Figure 1. Clock distribution.
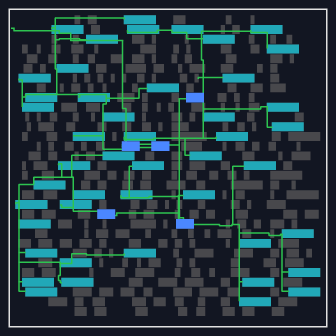
Figure 2. The metal 3 layer.
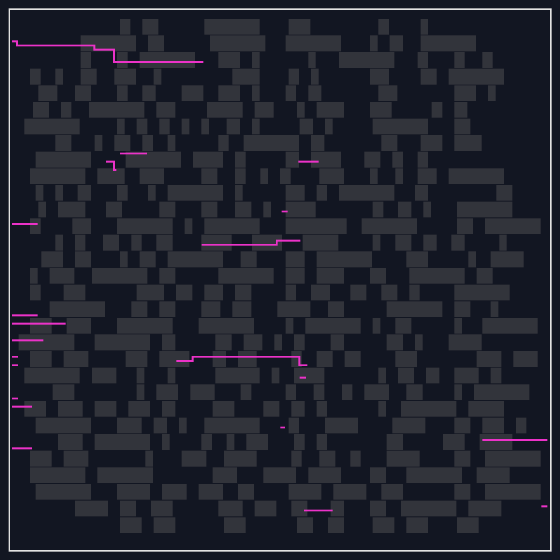
--- src/rtl/cam_pkg.sv ---
// rtl/cam_pkg.sv - shared constants, pattern encodings and FSM state for the camera pattern source
package cam_pkg;

    // Default frame geometry, shared with the capture block
    localparam int DEF_TAM_LINE       = 320;
    localparam int DEF_TAM_ROW        = 120;
    localparam int DEF_BLACK_TAM_LINE = 4;
    localparam int DEF_BLACK_TAM_ROW  = 4;
    localparam int DEF_PCLK_HALF      = 2;

    localparam logic [1:0] PAT_SOLID = 2'd0;
    localparam logic [1:0] PAT_BARS  = 2'd1;
    localparam logic [1:0] PAT_RAMP  = 2'd2;
    localparam logic [1:0] PAT_CHECK = 2'd3;

    localparam logic [15:0] RGB_WHITE   = 16'hFFFF;
    localparam logic [15:0] RGB_YELLOW  = 16'hFFE0;
    localparam logic [15:0] RGB_CYAN    = 16'h07FF;
    localparam logic [15:0] RGB_GREEN   = 16'h07E0;
    localparam logic [15:0] RGB_MAGENTA = 16'hF81F;
    localparam logic [15:0] RGB_RED     = 16'hF800;
    localparam logic [15:0] RGB_BLUE    = 16'h001F;
    localparam logic [15:0] RGB_BLACK   = 16'h0000;

    typedef enum logic {
        ST_IDLE  = 1'b0,
        ST_FRAME = 1'b1
    } cam_state_e;

    function automatic logic [15:0] bar_color(input logic [2:0] idx);
        case (idx)
            3'd0:    return RGB_WHITE;
            3'd1:    return RGB_YELLOW;
            3'd2:    return RGB_CYAN;
            3'd3:    return RGB_GREEN;
            3'd4:    return RGB_MAGENTA;
            3'd5:    return RGB_RED;
            3'd6:    return RGB_BLUE;
            default: return RGB_BLACK;
        endcase
    endfunction

endpackage

--- src/rtl/cam_pattern_rgb.sv ---
// rtl/cam_pattern_rgb.sv - combinational pixel colour for the selected test pattern
module cam_pattern_rgb
    import cam_pkg::*;
(
    input  logic [7:0]  x_i,
    input  logic [6:0]  y_i,
    input  logic [2:0]  bar_i,
    input  logic [1:0]  pattern_i,
    input  logic [15:0] color_i,
    output logic [15:0] rgb_o
);

    // The ramp only needs x[7:3] and the checker only bit 3 of each coordinate
    logic unused_coord_bits;
    assign unused_coord_bits = ^{x_i[2:0], y_i[6:4], y_i[2:0]};

    always_comb begin
        rgb_o = color_i;
        case (pattern_i)
            PAT_SOLID: rgb_o = color_i;
            PAT_BARS:  rgb_o = bar_color(bar_i);
            PAT_RAMP:  rgb_o = {x_i[7:3], x_i[7:3], 1'b0, x_i[7:3]};
            default:   rgb_o = (x_i[3] ^ y_i[3]) ? RGB_WHITE : RGB_BLACK;
        endcase
    end

endmodule

--- src/rtl/cam_pattern_gen.sv ---
// rtl/cam_pattern_gen.sv - OV7670-style RGB565 camera source; CAM_GEN_FRAME_CNT_EN adds frame_cnt stamping
module cam_pattern_gen
    import cam_pkg::*;
#(
    parameter int TAM_LINE       = DEF_TAM_LINE,
    parameter int TAM_ROW        = DEF_TAM_ROW,
    parameter int BLACK_TAM_LINE = DEF_BLACK_TAM_LINE,
    parameter int BLACK_TAM_ROW  = DEF_BLACK_TAM_ROW,
    parameter int PCLK_HALF      = DEF_PCLK_HALF
) (
    input  logic        clk,
    input  logic        rst,
    input  logic        en,
    input  logic [1:0]  pattern,
    input  logic [15:0] color,
    output logic        CAM_pclk,
    output logic        CAM_vsync,
    output logic        CAM_href,
    output logic [7:0]  CAM_px_data,
    output logic        frame_done,
    output logic        busy
`ifdef CAM_GEN_FRAME_CNT_EN
    ,
    output logic [7:0]  frame_cnt
`endif
);

    localparam int LINE_TOT = TAM_LINE + BLACK_TAM_LINE;
    localparam int ROW_TOT  = TAM_ROW + BLACK_TAM_ROW;
    localparam int LW       = $clog2(LINE_TOT);
    localparam int RW       = $clog2(ROW_TOT);
    localparam int DW       = (PCLK_HALF > 1) ? $clog2(PCLK_HALF) : 1;

    localparam logic [LW-1:0] LINE_LAST   = LW'(LINE_TOT - 1);
    localparam logic [LW-1:0] LINE_ACT    = LW'(TAM_LINE);
    localparam logic [RW-1:0] ROW_LAST    = RW'(ROW_TOT - 1);
    localparam logic [RW-1:0] ROW_ACT0    = RW'(BLACK_TAM_ROW);
    localparam logic [RW-1:0] VS_ROWS     = RW'(BLACK_TAM_ROW / 2);
    localparam logic [DW-1:0] DIV_LAST    = DW'(PCLK_HALF - 1);
    localparam logic [4:0]    BAR_PX_LAST = 5'd19;

    logic [DW-1:0] div_q, div_d;
    logic          pclk_q, pclk_d;
    logic          div_wrap, fall_tick;
    cam_state_e    state_q, state_d;
    logic [LW-1:0] line_q, line_d;
    logic [RW-1:0] row_q, row_d;
    logic [2:0]    bar_q, bar_d;
    logic [4:0]    bar_px_q, bar_px_d;
    logic [1:0]    pat_q, pat_d;
    logic [15:0]   color_q, color_d;
    logic          done_q, done_d;
    logic          last_byte, start;
    logic          href;
    logic [7:0]    x;
    logic [6:0]    y;
    logic [15:0]   rgb;
    logic [7:0]    pattern_byte, px_byte;

    // Divider: everything except CAM_pclk moves only on the tick that drives pclk low
    assign div_wrap  = (div_q == DIV_LAST);
    assign div_d     = div_wrap ? '0 : div_q + 1'b1;
    assign pclk_d    = pclk_q ^ div_wrap;
    assign fall_tick = div_wrap & pclk_q;

    always_ff @(posedge clk or negedge rst) begin
        if (!rst) begin
            div_q  <= '0;
            pclk_q <= 1'b0;
        end else begin
            div_q  <= div_d;
            pclk_q <= pclk_d;
        end
    end

    assign last_byte = (state_q == ST_FRAME) && (line_q == LINE_LAST) && (row_q == ROW_LAST);
    assign start     = fall_tick && en && ((state_q == ST_IDLE) || last_byte);
    assign done_d    = fall_tick && last_byte;

    always_ff @(posedge clk or negedge rst) begin
        if (!rst) begin
            state_q <= ST_IDLE;
        end else begin
            state_q <= state_d;
        end
    end

    always_comb begin
        state_d = state_q;
        if (fall_tick) begin
            case (state_q)
                ST_IDLE:  if (en) state_d = ST_FRAME;
                ST_FRAME: if (last_byte && !en) state_d = ST_IDLE;
                default:  state_d = ST_IDLE;
            endcase
        end
    end

    // Counters wrap to 0 on the final byte, so a back-to-back start needs no explicit clear
    always_comb begin
        line_d   = line_q;
        row_d    = row_q;
        bar_d    = bar_q;
        bar_px_d = bar_px_q;
        pat_d    = pat_q;
        color_d  = color_q;
        if (fall_tick && state_q == ST_FRAME) begin
            if (line_q == LINE_LAST) begin
                line_d   = '0;
                bar_d    = '0;
                bar_px_d = '0;
                row_d    = (row_q == ROW_LAST) ? '0 : row_q + 1'b1;
            end else begin
                line_d = line_q + 1'b1;
                if (line_q[0]) begin
                    if (bar_px_q == BAR_PX_LAST) begin
                        bar_px_d = '0;
                        bar_d    = bar_q + 1'b1;
                    end else begin
                        bar_px_d = bar_px_q + 1'b1;
                    end
                end
            end
        end
        if (start) begin
            pat_d   = pattern;
            color_d = color;
        end
    end

    always_ff @(posedge clk or negedge rst) begin
        if (!rst) begin
            line_q   <= '0;
            row_q    <= '0;
            bar_q    <= '0;
            bar_px_q <= '0;
            pat_q    <= PAT_SOLID;
            color_q  <= '0;
            done_q   <= 1'b0;
        end else begin
            line_q   <= line_d;
            row_q    <= row_d;
            bar_q    <= bar_d;
            bar_px_q <= bar_px_d;
            pat_q    <= pat_d;
            color_q  <= color_d;
            done_q   <= done_d;
        end
    end

    assign x = 8'(line_q >> 1);
    assign y = 7'(row_q - ROW_ACT0);

    cam_pattern_rgb u_rgb (
        .x_i       (x),
        .y_i       (y),
        .bar_i     (bar_q),
        .pattern_i (pat_q),
        .color_i   (color_q),
        .rgb_o     (rgb)
    );

    assign pattern_byte = line_q[0] ? rgb[7:0] : rgb[15:8];

`ifdef CAM_GEN_FRAME_CNT_EN
    logic [7:0] fcnt_q, fcnt_d;

    assign fcnt_d    = done_d ? fcnt_q + 8'd1 : fcnt_q;
    assign frame_cnt = fcnt_q;
    assign px_byte   = (row_q == ROW_ACT0 && line_q == '0) ? fcnt_q : pattern_byte;

    always_ff @(posedge clk or negedge rst) begin
        if (!rst) begin
            fcnt_q <= '0;
        end else begin
            fcnt_q <= fcnt_d;
        end
    end
`else
    assign px_byte = pattern_byte;
`endif

    always_comb begin
        busy        = (state_q == ST_FRAME);
        CAM_vsync   = (state_q == ST_FRAME) && (row_q < VS_ROWS);
        href        = (state_q == ST_FRAME) && (row_q >= ROW_ACT0) && (line_q < LINE_ACT);
        CAM_href    = href;
        CAM_px_data = href ? px_byte : 8'h00;
    end

    assign CAM_pclk   = pclk_q;
    assign frame_done = done_q;

endmodule

--- config.mk ---
export PLATFORM = sky130hd
export DESIGN_NAME = cam_pattern_gen
export DESIGN_NICKNAME = d
export VERILOG_FILES = /design/src/rtl/cam_pkg.sv /design/src/rtl/cam_pattern_rgb.sv /design/src/rtl/cam_pattern_gen.sv
export SDC_FILE = /design/constraint.sdc
export NUM_CORES = 1
export LEC_CHECK = 0
export CELL_PAD_IN_SITES_DETAIL_PLACEMENT = 2
export CELL_PAD_IN_SITES_GLOBAL_PLACEMENT = 2
export CORE_UTILIZATION = 36
export DETAILED_ROUTE_END_ITERATION = 8
export PLACE_DENSITY_LB_ADDON = 0.1
export SLEW_MARGIN = 20
export SYNTH_ARGS = -nofsm -noshare
export SYNTH_HDL_FRONTEND = slang
export SYNTH_SLANG_ARGS = --single-unit
--- constraint.sdc ---
create_clock -name clk -period 2.5 [get_ports clk]
set_clock_uncertainty 0.05 [all_clocks]
set_input_delay 0.375 -clock clk [delete_from_list [all_inputs] [get_ports clk]]
set_output_delay 0.375 -clock clk [all_outputs]
set_load 0.02 [all_outputs]
==> impl_metrics.yaml <==
# synthesis and place-and-route metrics
die:
  num_io_pins: 34
  die_width_um: 88.4
  die_y_um: 88.4
  nWellTaps: 99
pwr:
  seq_power_mw: 0.743
  pg_comb_mw: 0.0492
  p_leak_nw: 1.60
  p_sw_share_pct: 22.9
  power.total_mw: 1.29
  p_int_mw: 0.996
  power_frac_seq_pct: 57.6
  switchingPower_mw: 0.295
setup_path:
  critPathArrivalTime_ns: 2.08
  cp.depth: 8
  slowest_stage: "dfrtp_1"
  r2r_end: "color_q[6]$_DFFE_PN0P_"
  critPathMaxStageDelay_ns: 0.43
  worst_setup_path_start_kind: "flop"
  critPathBufInv: 3
  path_cells: "buf_6, ha_4, or3_4, a21oi_4, buf_6, nand2_1, and3_4, buf_6"
  crit_family: "simple AND/OR/NAND/NOR gates"
  rr_worst_depth: 6
  crit_path_end_kind: "output port"
  worstSetupStartpoint: "bar_q[1]$_DFFE_PN0P_"
  crit_fanout: 3
  critPathKind: "flop to output port"
  reg2reg_slack_ns: 0.15
placed_design:
  gp_congestion: 0.855
  hpwlAfterDp_mm: 6.05
final_layout:
  seq_area_share_pct: 32.3
  comb_cells: 191
  regMostFlops: "color_q"
  drive_above_1_share_pct: 31.7
  biggestCellCategory: "logic gates"
  final_cell_mix: "dfrtp_1, buf_4, nand2_1"
  design_area_mm2: 0.00357
  clockNetworkAreaShare_pct: 2.56
  n_all_inverters: 14
  largest_reg_flops: 16
  buffer_area_share_pct: 16.4
global_route:
  grt_max_degree: 29
  antenna_found_initial: 0
  grt_pass1_vias: 2484
yosys:
  yosysSeqAreaShare_pct: 42.8
  ys_cells: 262
  netlist.area_leader.share_pct: 42.8
  common_cells: "dfrtp_1, nand2_1, o21ai_0"
  top_cells_by_area: "dfrtp_1, mux2_4, ha_1"
  async_reset_ff_share_pct: 100
  syn_nets: 294
  ys_sh_aoi_pct: 15.2
  yosysWarnings: 0
  synth-edff-count: 0
  ff_type: "dfrtp_1"
  synthCells: 262
  yosysMostFrequentCell: "dfrtp_1"
route:
  firstDrtPassIters: 4
  highest_layer: "met4"
  drc: 0
  wl_met1_mm: 3.76
  wl_met2_mm: 4.32
sta:
  setup_violations: 3
  fmax_mhz: 398
  fin_crit_sh_pct: 100
  setup_slack_ns: -0.00959
  hold_ws_ns: 0.0453
  setup_tns_ns: -0.0182
  grt_setup_unrepaired: "true"
  fin_crit_ns: 2.51
job:
  openroad.warnings: 32
  maxCapViolCount: 0
status:
  failed_checks: "setup timing"
  status: "complete, but fails checks"
cts:
  path_clk_slew_ns: 0.09
  clock_latency_ns: 0.30
  cts-hold-fix-buffers: 0
  clock_tree.buffer_depth: 2
  cts_buffers: 5
  cts_tree: "done"
  htreeDepth: 2
-- Figure 1 (at the start) --
[green] clock wires | length: 705 um
[blue] clock drivers | count: 5
[cyan] flip-flops | count: 46
routed clock nets: 6
flops lie: widely spread

-- Figure 2 (at the start) --
main direction: horizontal
share of all routed wire: 1.6%
Vias: 2290
GR Util met3: 3.26%
routed wire length: 8.30 mm

Power and IR drop assume default switching activity.
